## config.mk

```make
export PLATFORM = sky130hd
export DESIGN_NAME = mem_arbiter
export DESIGN_NICKNAME = d
export VERILOG_FILES = /design/src/rtl/mem_arbiter.sv
export SDC_FILE = /design/constraint.sdc
export NUM_CORES = 1
export LEC_CHECK = 0
export ABC_AREA = 1
export CAP_MARGIN = 20
export CORE_AREA = 3 3 115 117
export CTS_CLUSTER_SIZE = 30
export DETAILED_ROUTE_END_ITERATION = 12
export DIE_AREA = 0 0 118 120
export PLACE_DENSITY = 0.73
export SYNTH_ARGS = -nofsm -noshare
export SYNTH_HDL_FRONTEND = slang
export SYNTH_SLANG_ARGS = --single-unit
```

## constraint.sdc

```tcl
create_clock -name clk -period 4.1 [get_ports clk]
set_input_delay 0.82 -clock clk [delete_from_list [all_inputs] [get_ports clk]]
set_output_delay 0.82 -clock clk [all_outputs]
set_load 0.05 [all_outputs]
```

## src/rtl/mem_arbiter.sv

```systemverilog
// mem_arbiter: shares one single-port word RAM between two masters.
// One access in flight at a time; every access walks IDLE -> ISSUE -> RESP.
module mem_arbiter #(
    parameter int ADDR_WIDTH  = 30,
    parameter int ROUND_ROBIN = 1
) (
    input  logic                  clk,
    input  logic                  reset,
    input  logic [ADDR_WIDTH-1:0] m0_addr,
    input  logic [31:0]           m0_wdata,
    input  logic                  m0_re,
    input  logic [3:0]            m0_we,
    output logic [31:0]           m0_rdata,
    output logic                  m0_ready,
    input  logic [ADDR_WIDTH-1:0] m1_addr,
    input  logic [31:0]           m1_wdata,
    input  logic                  m1_re,
    input  logic [3:0]            m1_we,
    output logic [31:0]           m1_rdata,
    output logic                  m1_ready,
    output logic [ADDR_WIDTH-1:0] ram_addr,
    output logic [31:0]           ram_wdata,
    output logic                  ram_re,
    output logic [3:0]            ram_we,
    input  logic [31:0]           ram_rdata
);

    typedef enum logic [1:0] { IDLE, ISSUE, RESP } state_t;

    state_t                state;
    logic                  grant_id;
    logic                  last_grant;
    logic                  req0;
    logic                  req1;
    logic                  pick;
    logic [ADDR_WIDTH-1:0] sel_addr;
    logic [31:0]           sel_wdata;
    logic                  sel_re;
    logic [3:0]            sel_we;

    assign req0 = m0_re | (|m0_we);
    assign req1 = m1_re | (|m1_we);

    // pick = 1 selects m1; on a tie the rotating mode favours the other master
    always_comb begin
        pick = req1;
        if (req0 && req1)
            pick = (ROUND_ROBIN != 0) ? ~last_grant : 1'b0;
    end

    always_comb begin
        sel_addr  = m0_addr;
        sel_wdata = m0_wdata;
        sel_re    = m0_re;
        sel_we    = m0_we;
        if (pick) begin
            sel_addr  = m1_addr;
            sel_wdata = m1_wdata;
            sel_re    = m1_re;
            sel_we    = m1_we;
        end
    end

    assign m0_rdata = ram_rdata;
    assign m1_rdata = ram_rdata;

    always_ff @(posedge clk) begin
        if (reset) begin
            state      <= IDLE;
            grant_id   <= 1'b0;
            last_grant <= 1'b1;
            ram_addr   <= '0;
            ram_wdata  <= '0;
            ram_re     <= 1'b0;
            ram_we     <= 4'b0000;
            m0_ready   <= 1'b0;
            m1_ready   <= 1'b0;
        end else begin
            case (state)
                IDLE: begin
                    if (req0 | req1) begin
                        grant_id   <= pick;
                        last_grant <= pick;
                        ram_addr   <= sel_addr;
                        ram_wdata  <= sel_wdata;
                        ram_we     <= sel_we;
                        // a write wins over a simultaneous read request
                        ram_re     <= sel_re & ~(|sel_we);
                        state      <= ISSUE;
                    end
                end
                ISSUE: begin
                    ram_re   <= 1'b0;
                    ram_we   <= 4'b0000;
                    m0_ready <= ~grant_id;
                    m1_ready <= grant_id;
                    state    <= RESP;
                end
                RESP: begin
                    m0_ready <= 1'b0;
                    m1_ready <= 1'b0;
                    state    <= IDLE;
                end
                default: begin
                    state <= IDLE;
                end
            endcase
        end
    end

endmodule
```

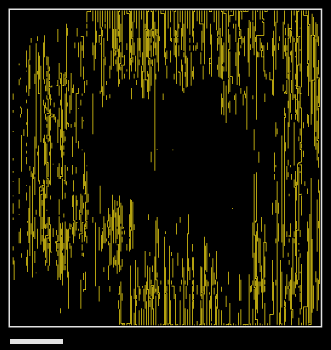
**Above:** the metal 2 layer.
Scale bar: 20 µm.
main direction: vertical
nets with wire on the layer: 671
longest straight run: 55.6 µm
share of all routed wire: 50%

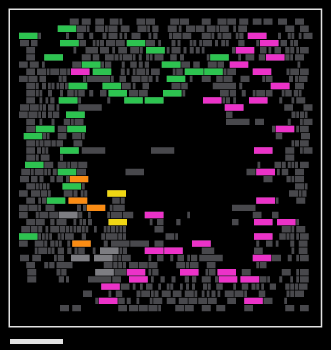
**Above:** sequential cells grouped by signal name.
Scale bar: 20 µm.
legend:
  orange:
    netlist_name: ram_we
    sequential_cells: 4
    where: west
  yellow:
    netlist_name: state
    sequential_cells: 2
  green:
    netlist_name: ram_addr
    sequential_cells: 30
  magenta:
    netlist_name: ram_wdata
    sequential_cells: 32
not coloured: 5

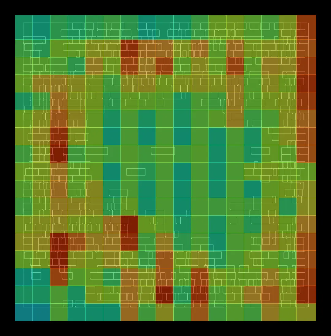
**Above:** routing congestion map.
GR Util met3: 0.0787
DR WL/cell: 15.0 µm
most used routing layer: met2
met1 GRT Util: 0.196

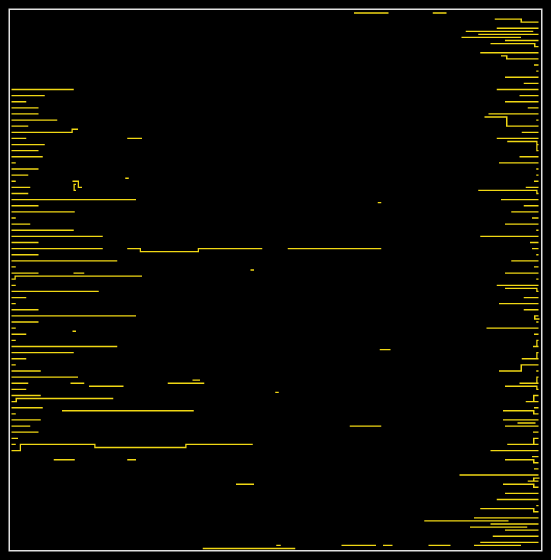
**Above:** the metal 3 layer.
wire length on this layer: 1250 µm
nets with wire on the layer: 138
main direction: horizontal

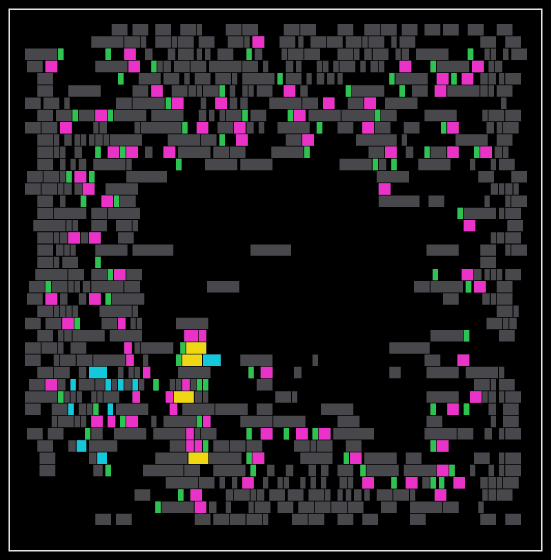
**Above:** gate families picked out.
legend:
  magenta:
    family: inverting AOI/OAI gates
    cells: 79
    where: widely spread
  yellow:
    family: adder and majority cells
    cells: 4
  green:
    family: inverters
    cells: 73
    where: widely spread
  cyan:
    family: NOR gates
    cells: 10

==> impl_metrics.csv <==
group,metric,value,unit
outcome,status,"completed",
logic_synthesis,top_cells_by_area,"dfxtp_1 (36%), nand2_1 (14%), buf_4 (12%)",
clock_tree,post-cts-setup-buffers,0,
final_layout,nets,849,
sta,slew_violations,0,
critical_path,crit_type,"input port to register",
sta,tns,0,ns
sta,relSlewSlack,0.562,
critical_path,crit_fanout,36,
route,ant_nets,0,
die,rows,41,
sta,tightest_slew,0.656,ns
power_and_ir_drop,ir_drop,0.000183,V
route,drc,0,
die,core_area,12500,µm²
sta,final_critical_path_setup_slack,1.60,ns
logic_synthesis,ys_types,23,
global_route,grt_pass1_vias,3967,
final_layout,seq_area,1460,µm²
clock_tree,insertion_delay,0.33,ns
min_path,hp-class,"register to register",
critical_path,cpPeakStageDelay,0.44,ns
sta,period_minus_slack,2.50,ns
critical_path,worst_setup_path_end_kind,"register",
flow_run,drv_cap,0,
die,die-height,120,µm
clock_tree,cts_htree_levels,3,
power_and_ir_drop,p_leak,2.67,nW
placed_design,io_buffers,204,
logic_synthesis,synth_area_leader_cell,"dfxtp_1",
final_layout,area_growth,47.2,%
sta,max_freq,0.400,GHz
global_route,gr-usage-all-layers,0.180,
logic_synthesis,avgSynthCellArea,7.26,µm²
global_route,grt_max_degree,127,
global_route,gr-total-overflow,0,
global_route,antenna_found_initial,0,
die,die_width,118,µm
clock_tree,clk_pin_slew_worst_paths,0.06,ns
critical_path,crit_required,4.38,ns
logic_synthesis,fp_nets,728,
critical_path,startpoint_type,"input port",
sta,setup_violations,0,
logic_synthesis,syn_area,4040,µm²
die,boundaryPins,301,
route,firstDrtPassIters,4,
route,vias,3917,
power_and_ir_drop,power_density,429,nW/µm²
clock_tree,cts_sinks,73,
die,die_area,14200,µm²
sta,hold_ws,0.473,ns
critical_path,crit_top_cell,"nand2_2",
final_layout,diodes,0,
sta,rsz0062_at_grt,"no",
critical_path,cp.arrival,2.78,ns
clock_tree,cts-root-buf,"clkbuf_16",
logic_synthesis,synth_top_area_share,0.362,
clock_tree,cts_max_path_buffers,2,
sta,hold_viol_final,0,
global_route,grt_pass1_wl,20600,µm
logic_synthesis,yosys_warnings,0,
die,fp_util,0.324,
critical_path,cp_cell_sequence,"clkdlybuf4s50_1 -> nor2_1 -> nand3_2 -> nand2_2 -> nand2_2 -> inv_2 -> buf_12 -> nand2_1 -> nand3_1 -> o211ai_1 -> inv_1",
logic_synthesis,netlist_instances,556,
final_layout,fill_cells,1216,
placed_design,gp_congestion,0.740,
-- cell families (layout without fill, tap and decap cells) --
logic type,after synthesis,after routing,share of synthesized area
compound gates,80,80,0.141
fa+ha+maj,4,4,0.0124
simple gates,228,228,0.244
flops,73,73,0.362
buf+inv,171,297,0.240
-- routing by layer --
| layer | wire, µm | vias up |
|---|---|---|
| met5 | 0 | - |
| met4 | 255 | 0 |
| met3 | 1250 | 18 |
| met2 | 6460 | 208 |
| met1 | 4820 | 1720 |
| li1 | - | 1971 |
-- metrics by stage --
step / total power, W / util / cells
CTS: 0.00259 / 0.475 / 853
floorplan: 0.00165 / - / 556
global route: 0.00269 / 0.477 / 854
detailed placement: 0.00184 / 0.453 / 837
global placement: 0.00183 / 0.453 / 837
finish: 0.00255 / 0.477 / 854
-- placed cells by master (no fill, tap or decap), drive strengths merged --
master / n
clkbuf: 14
o211ai: 63
nand3: 70
ha: 4
clkinv: 1
a21boi: 1
a21oi: 10
dfxtp: 73
o21ai: 5
nand2: 148
clkdlybuf4s50: 204
nor2: 10
buf: 4
clkinvlp: 1
o211a: 1
inv: 73
-- area by class of cell --
type,instances,area share
tap,172,0.0362
timing repair buffer,208,0.355
clock buffer,14,0.0444
multi-input combinational,312,0.270
sequential,73,0.246
inverter,73,0.0461
clock inverter,2,0.00211
-- worst max-delay path, delay by kind of cell --
family                 cells  cell delay (ns)
buffers and inverters      4             1.17
AND/OR/NAND/NOR            6             0.68
AND-OR/OR-AND              1             0.10
-- cell usage after synthesis (all sizes together) --
master and n:
nand2 148, buf 85, dfxtp 73, inv 73, nand3 70, o211ai 63, clkbuf 13, a21oi 10
nor2 10, o21ai 5, ha 4, a21boi 1, o211a 1
-- state kept, by name, summed over array words and instances (netlist names) --
name	flops
ram_re	1
ram_wdata	32
last_grant	1
m0_ready	1
ram_we	4
ram_addr	30
m1_ready	1
grant_id	1
state	2
-- path summary, 6_finish.rpt --
path	start	to	slack, ns	depth (start not counted)
max	m0_we[3]	ram_wdata[9]	1.60	11
min	ram_we[0]	ram_we[0]	0.47	2
max reg2reg	state[0]	ram_addr[6]	2.10	8
min reg2reg	ram_we[0]	ram_we[0]	0.47	2
-- report_power, final --
group          total, W  switching [W]  internal (W)
Combinational  0.000974       0.000600      0.000374
Sequential     0.000851      0.0000493      0.000801
Clock          0.000723       0.000281      0.000442
Total           0.00255       0.000931       0.00162
Power is estimated from default activity; no workload was simulated.
